[src/rtl/gate_bist_sequencer.sv]
`default_nettype none
// ============================================================================
// Module   : gate_bist_sequencer
// Purpose  : Exhaustive a/b vector BIST for quad 2-input gates. Each vector is
//            compared against a golden function and the mismatches are counted.
//            Optional GATE_BIST_STOP_ON_FAIL_EN ends the run at the first mismatch.
// Revision : 1.0  initial release
// ============================================================================
module gate_bist_sequencer #(
    parameter int WIDTH  = 4,
    parameter int SETTLE = 2,
    parameter int OP     = 1
) (
    input  logic                 clk,
    input  logic                 rst,
    input  logic                 start,
    output logic [WIDTH-1:0]     a_out,
    output logic [WIDTH-1:0]     b_out,
    input  logic [WIDTH-1:0]     y_in,
    output logic                 busy,
    output logic                 done,
    output logic                 pass,
    output logic [2*WIDTH:0]     fail_count,
    output logic [2*WIDTH-1:0]   first_fail_vec
);

    localparam int IDX_W = 2 * WIDTH;
    localparam int CNT_W = (SETTLE > 1) ? $clog2(SETTLE) : 1;
    localparam logic [CNT_W-1:0] c_SETTLE_LOAD = CNT_W'(SETTLE - 1);
    localparam logic [IDX_W-1:0] c_IDX_MAX     = {IDX_W{1'b1}};

    typedef enum logic [1:0] {
        S_IDLE   = 2'd0,
        S_SETTLE = 2'd1,
        S_SAMPLE = 2'd2,
        S_DONE   = 2'd3
    } state_t;

    state_t             r_state,      w_state_nxt;
    logic [IDX_W-1:0]   r_idx,        w_idx_nxt;
    logic [CNT_W-1:0]   r_cnt,        w_cnt_nxt;
    logic [IDX_W:0]     r_fail_count, w_fail_nxt;
    logic [IDX_W-1:0]   r_first_fail, w_first_nxt;
    logic               r_busy,       w_busy_nxt;
    logic               r_done,       w_done_nxt;
    logic [WIDTH-1:0]   w_golden;
    logic               w_mismatch;
    logic               w_last;

    // Golden gate function, evaluated on the vector currently driven out.
    always_comb begin
        w_golden = '0;
        case (OP)
            0:       w_golden = r_idx[IDX_W-1:WIDTH] & r_idx[WIDTH-1:0];
            1:       w_golden = r_idx[IDX_W-1:WIDTH] | r_idx[WIDTH-1:0];
            2:       w_golden = ~(r_idx[IDX_W-1:WIDTH] & r_idx[WIDTH-1:0]);
            default: w_golden = r_idx[IDX_W-1:WIDTH] ^ r_idx[WIDTH-1:0];
        endcase
    end

    assign w_mismatch = (y_in != w_golden);
    assign w_last     = (r_idx == c_IDX_MAX);

    always_ff @(posedge clk or posedge rst) begin
        if (rst) begin
            r_state      <= S_IDLE;
            r_idx        <= '0;
            r_cnt        <= '0;
            r_fail_count <= '0;
            r_first_fail <= '0;
            r_busy       <= 1'b0;
            r_done       <= 1'b0;
        end else begin
            r_state      <= w_state_nxt;
            r_idx        <= w_idx_nxt;
            r_cnt        <= w_cnt_nxt;
            r_fail_count <= w_fail_nxt;
            r_first_fail <= w_first_nxt;
            r_busy       <= w_busy_nxt;
            r_done       <= w_done_nxt;
        end
    end

    always_comb begin
        w_state_nxt = r_state;
        w_idx_nxt   = r_idx;
        w_cnt_nxt   = r_cnt;
        w_fail_nxt  = r_fail_count;
        w_first_nxt = r_first_fail;
        w_busy_nxt  = r_busy;
        w_done_nxt  = r_done;
        case (r_state)
            S_IDLE, S_DONE: begin
                if (start) begin
                    w_idx_nxt   = '0;
                    w_fail_nxt  = '0;
                    w_first_nxt = '0;
                    w_done_nxt  = 1'b0;
                    w_busy_nxt  = 1'b1;
                    w_cnt_nxt   = c_SETTLE_LOAD;
                    w_state_nxt = S_SETTLE;
                end
            end
            S_SETTLE: begin
                if (r_cnt == '0) begin
                    w_state_nxt = S_SAMPLE;
                end else begin
                    w_cnt_nxt = r_cnt - 1'b1;
                end
            end
            S_SAMPLE: begin
                if (w_mismatch) begin
                    w_fail_nxt = r_fail_count + 1'b1;
                    if (r_fail_count == '0) begin
                        w_first_nxt = r_idx;
                    end
                end
`ifdef GATE_BIST_STOP_ON_FAIL_EN
                if (w_last || w_mismatch) begin
`else
                if (w_last) begin
`endif
                    w_state_nxt = S_DONE;
                    w_busy_nxt  = 1'b0;
                    w_done_nxt  = 1'b1;
                end else begin
                    w_idx_nxt   = r_idx + 1'b1;
                    w_cnt_nxt   = c_SETTLE_LOAD;
                    w_state_nxt = S_SETTLE;
                end
            end
            default: w_state_nxt = S_IDLE;
        endcase
    end

    assign a_out          = r_idx[IDX_W-1:WIDTH];
    assign b_out          = r_idx[WIDTH-1:0];
    assign busy           = r_busy;
    assign done           = r_done;
    assign pass           = r_done && (r_fail_count == '0);
    assign fail_count     = r_fail_count;
    assign first_fail_vec = r_first_fail;

endmodule
`default_nettype wire

[config.mk]
export PLATFORM = sky130hd
export DESIGN_NAME = gate_bist_sequencer
export DESIGN_NICKNAME = d
export VERILOG_FILES = /design/src/rtl/gate_bist_sequencer.sv
export SDC_FILE = /design/constraint.sdc
export NUM_CORES = 1
export LEC_CHECK = 0
export CAP_MARGIN = 15
export CORE_MARGIN = 4
export CORE_UTILIZATION = 55
export CTS_BUF_LIST = sky130_fd_sc_hd__clkbuf_4 sky130_fd_sc_hd__clkbuf_8
export CTS_CLUSTER_DIAMETER = 200
export DETAILED_ROUTE_END_ITERATION = 8
export MAX_ROUTING_LAYER = met4
export PLACE_DENSITY = 0.84
export RECOVER_POWER = 50
export SYNTH_ARGS = -nofsm -noshare
export SYNTH_HDL_FRONTEND = slang
export SYNTH_SLANG_ARGS = --single-unit
[constraint.sdc]
create_clock -name clk -period 6.2 [get_ports clk]
set_input_delay 1.24 -clock clk [delete_from_list [all_inputs] [get_ports clk]]
set_output_delay 1.24 -clock clk [all_outputs]
set_load 0.005 [all_outputs]
==> results.rst <==
Implementation results
======================

.. list-table::
   :header-rows: 1

   * - Metric
     - Value
   * - Setup repair after global routing missed its margin
     - false
   * - WHS Path Cells
     - 1
   * - Reg2Reg Capture Point
     - fail_count[7]$_DFFE_PP0P_
   * - Critical path depth in cells
     - 6
   * - Post-detail-place hpwl
     - around 3100 um
   * - TritonRoute pass-1 iters
     - 4
   * - Final tally of max-slew violations
     - 0
   * - Data required time of the worst path
     - around 5000 ps
   * - Logic cell area
     - 1005 um^2
   * - Largest cells by area
     - sky130_fd_sc_hd__dfrtp_1 (41%), sky130_fd_sc_hd__ha_1 (4.1%), sky130_fd_sc_hd__nand2_1 (3.9%)
   * - Share of final-layout standard cells stronger than drive strength 1
     - 8.072%
   * - GR Overflow Total
     - 0
   * - First-pass GRT wire length
     - approximately 7600 um
   * - #MultiIn Comb
     - 144
   * - Setup slack, reg-to-reg
     - 3460 ps
   * - Mapped cell area
     - around 1800 um^2
   * - Net total in the final layout
     - ~240
   * - Library cell with the largest summed area after synthesis
     - sky130_fd_sc_hd__dfrtp_1
   * - Cell class with the largest area share
     - multi-input combinational cells
   * - Via density
     - 6.258
   * - Standard-cell rows
     - 20
   * - Nonclk inv count
     - 7
   * - Post-Synthesis Net Count
     - approximately 200
   * - Number of cells after detailed placement
     - between 200 and 300
   * - Final setup violation count
     - 0
   * - Height of the chip
     - between 60 and 70 um
   * - FMAX
     - between 200 and 300 MHz
   * - Maximum number of pins on one net before global-route repair
     - 35
   * - Number of buffers added by the clock tree synthesis step
     - 5
   * - Chip area estimate from yosys synthesis
     - between 1500 and 2000 um^2
   * - FFs & Latches
     - 30
   * - Distinct lib cells used
     - ~48
   * - Yosys stat cell total
     - between 150 and 200
   * - Synth top cell by count
     - sky130_fd_sc_hd__dfrtp_1
   * - Relative max-transition margin
     - a little under a third
   * - Late-Pin Clk Latency
     - about 340 ps
   * - Beginning of the critical path
     - fail_count[0]$_DFFE_PP0P_
   * - Worst-case hold path end point
     - first_fail_vec[1]$_DFFE_PP0P_
   * - Biggest cell delay along the critical path
     - ~500 ps
   * - Number of global-route vias before repair
     - about 1500
   * - Static power due to leakage
     - slightly below 0.001 uW
   * - I/O pin count
     - 35
   * - Cell family with the largest share of critical-path delay
     - simple AND/OR/NAND/NOR gates
   * - Stage-log warning count
     - 29
   * - Crit Path Category
     - reg2out
   * - Max Buffers Root-to-Sink
     - 2
   * - CTS hold repair buffers
     - 0
   * - Worst min-delay path class
     - reg2reg
   * - Final worst path period need
     - 3616 ps
   * - Largest fanout on the critical path
     - 10
   * - Total negative slack for setup checks
     - 0 ps
   * - IR Drop Worst-Case VDD
     - 207.8 uV
   * - Max capacitance violation total
     - 0
   * - Post-DR wirelength/cell
     - ~16 um
   * - Number of filler cells placed in the layout
     - roughly 250
   * - Drt initial violations
     - approximately 160
   * - Number of antenna-violating nets in the routed design
     - 0
   * - Sequential share of the synthesized area
     - 40.60%
   * - Slew at the pin with the worst max-slew slack
     - roughly 1000 ps
   * - Effective utilization at floorplan
     - between 50% and 60%
   * - TritonCTS clock tree
     - built
   * - Primary FF master, synth
     - sky130_fd_sc_hd__dfrtp_1
   * - Synth top cells by count
     - sky130_fd_sc_hd__dfrtp_1 (30), sky130_fd_sc_hd__nand2_1 (19), sky130_fd_sc_hd__nor2_1 (11)
   * - #FFs+latches synth
     - 30
   * - Number of post-CTS setup repair buffers
     - 0
   * - Clock transition at path regs
     - ~100 ps
   * - Number of diodes added for antenna fixing
     - 0
   * - Clk sink count
     - 30
   * - # H-tree levels
     - 2
   * - Number of signal-net buffers in the layout
     - 35
   * - Cell chain of the critical path
     - inv_1 -> ha_1 -> or4b_4 -> nor2_4 -> and2_1 -> clkdlybuf4s50_1
   * - Worst reg2reg path depth
     - 5
   * - Worst setup EP type
     - primary output
   * - Routed Wire Length
     - 4363 um
   * - Initial antenna violation count
     - 0
   * - Post-detailed-route DRC marker count
     - 0
   * - Top-area cell share
     - 40.60%
   * - Standard cell core area
     - approximately 3100 um^2
   * - Worst R2R Start
     - r_state[0]$_DFFE_PP0P_
   * - Area added between synthesis and finish
     - 20.77%
   * - Gr usage total
     - a little under a quarter
   * - Power density over cell area
     - 264.2 nW/um^2
   * - Final Hold Vio Count
     - 0
   * - Port bufs
     - 34
   * - Tap cell instance count
     - 44
   * - Number of enable flip-flop cells
     - 0
   * - Async S/R FF share, synth
     - 100.0%
   * - Signal buf overhead
     - 15.41%
   * - Clock buffer cells
     - 7
   * - Number of warnings issued by yosys
     - 0
   * - Slowest cell on crit path
     - sky130_fd_sc_hd__clkdlybuf4s50_1
   * - Arrival time at the worst endpoint
     - ~2400 ps
   * - Routability congestion estimate from global placement
     - slightly below 0.9
   * - Clock Tree Root
     - sky130_fd_sc_hd__clkbuf_4
   * - Cell count after synthesis
     - 192
   * - Die outline area
     - roughly 4400 um^2
   * - Horizontal die size
     - about 66 um
   * - Overall via count from detail_route
     - ~1700
   * - Final Cycle Share
     - approximately 58%
   * - Mean Syn Cell Area
     - about 9.6 um^2
   * - Clock-cell share of area
     - 2.353%
   * - Setup Skew
     - 14.09 ps
   * - Status
     - finished, final reports clean
   * - CP Launch Type
     - flip-flop
   * - Buffers & Inverters on Critical Path
     - 2
   * - Count of placed standard cells in the final layout, fillers left out
     - approximately 270
   * - Quantity of gates resized following cts
     - 0
   * - Startpoint of the lowest-slack hold path
     - first_fail_vec[1]$_DFFE_PP0P_
==> placed cells by master, fill, tap and decap left out, types with 3 or more instances in the layout <==
cell	netlist	layout
sky130_fd_sc_hd__dfrtp_1	30	30
sky130_fd_sc_hd__nand2_1	19	19
sky130_fd_sc_hd__clkdlybuf4s50_1	0	19
sky130_fd_sc_hd__dlygate4sd3_1	0	15
sky130_fd_sc_hd__nor2_1	11	11
sky130_fd_sc_hd__o21ai_0	9	9
sky130_fd_sc_hd__nand3_1	8	8
sky130_fd_sc_hd__clkbuf_4	0	7
sky130_fd_sc_hd__o21a_1	6	6
sky130_fd_sc_hd__and3_1	6	6
sky130_fd_sc_hd__o31ai_1	6	6
sky130_fd_sc_hd__inv_1	6	6
sky130_fd_sc_hd__a221o_1	6	6
sky130_fd_sc_hd__ha_1	6	6
sky130_fd_sc_hd__o2bb2ai_1	5	5
sky130_fd_sc_hd__nor4_1	5	5
sky130_fd_sc_hd__nor3_1	4	4
sky130_fd_sc_hd__or4_1	4	4
sky130_fd_sc_hd__and4_1	4	4
sky130_fd_sc_hd__a211o_1	4	4
sky130_fd_sc_hd__nand4_1	3	3
sky130_fd_sc_hd__o211ai_1	3	3
sky130_fd_sc_hd__nand2b_1	3	3
sky130_fd_sc_hd__a21oi_1	3	3
==> worst max-delay path by stage <==
stage,slack [ps],to
2_1_floorplan,3540,pass
3_3_place_gp,2860,first_fail_vec[7]$_DFFE_PP0P_
3_5_place_dp,2750,fail_count[5]$_DFFE_PP0P_
4_1_cts,2580,pass
5_1_grt,2490,pass
6_report,2580,pass
==> kinds of logic after synthesis <==
group / synth area share (%)
AND/OR/NAND/NOR: 24.49
adder cells (fa/ha/maj): 4.059
AND-OR/OR-AND: 23.48
buffers and inverters: 5.074
multiplexers: 2.300
flip-flops: 40.60
==> stage by stage <==
step / instance area, um^2 / power (uW) / worst slack, ps / hold slack, ps
floorplan: 1849 / 421.8 / 3540 / 479.4
global placement: 2177 / 460.5 / 2861 / 474.0
detailed placement: 2177 / 475.7 / 2749 / 482.5
CTS: 2230 / 590.6 / 2581 / 501.1
global route: 2233 / 631.9 / 2488 / 524.4
finish: 2233 / 590.0 / 2584 / 491.6
==> report_power, final <==
| group | leakage [uW] | internal, uW | switching (uW) | total, uW |
|---|---|---|---|---|
| registers | 0.000407 | 212 | 20.0 | 232 |
| clock network | 0.0000322 | 51.4 | 66.9 | 118 |
| logic | 0.000550 | 82.3 | 157 | 240 |
| total | 0.000989 | 346 | 244 | 590 |
==> routing by layer <==
| metal | up-vias | GRT usage (%) | part of all wire, % |
|---|---|---|---|
| met5 | - | - | 0 |
| met4 | 0 | 6.091 | 1.1 |
| met3 | 7 | 6.463 | 6.0 |
| met2 | 55 | 36.42 | 49 |
| met1 | 817 | 29.65 | 44 |
| li1 | 792 | - | - |
==> flip-flops by register name (all words and copies together), names as in the netlist <==
register / flops
r_cnt: 1
r_idx: 8
done: 1
first_fail_vec: 8
fail_count: 9
r_state: 2
busy: 1
==> images/final_congestion.png <==
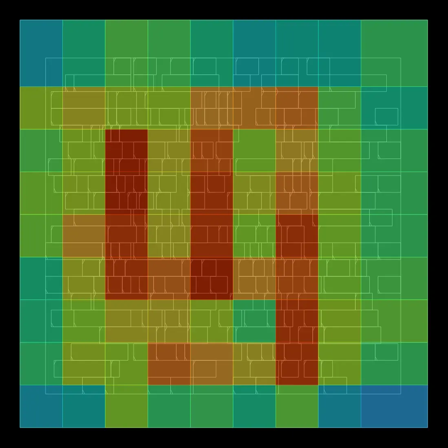
met3 track demand over resource: 6.463%
share of the core filled with cells: 71.40%

==> images/registers.png <==
Bar = 20 um. Other sequential cells in the stronger grey, the rest of the logic in the fainter grey.
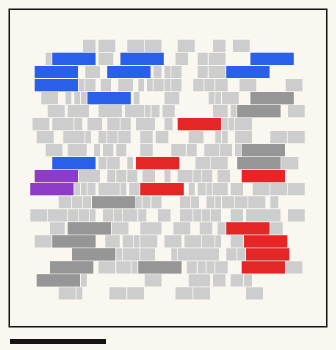
[purple] r_state | sequential cells: 2
[blue] fail_count | sequential cells: 9
[red] r_idx | sequential cells: 8
not coloured: 11
area taken by flip-flops and latches: 750.7 um^2
Sequential Power: 232 uW
sequential share of cell area: 33.61%

==> images/gate_families.png <==
Bar = 20 um.
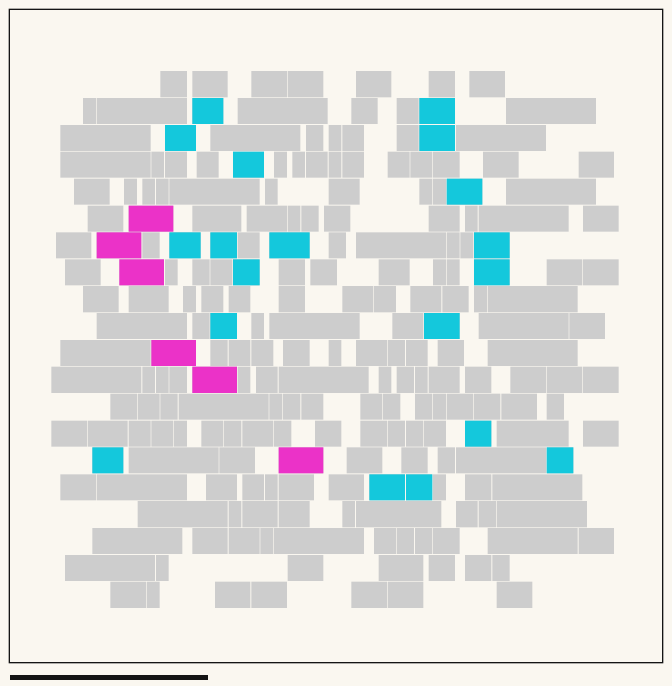
[magenta] adder and majority cells | cells: 6 | where: middle left
[cyan] AND-OR and OR-AND gates | cells: 19
commonest non-fill, non-tap cell in the layout: sky130_fd_sc_hd__dfrtp_1
multi-input gate share of the layout cell area: 44.99%

No activity file was given, so power comes from the tool's default toggle rates.
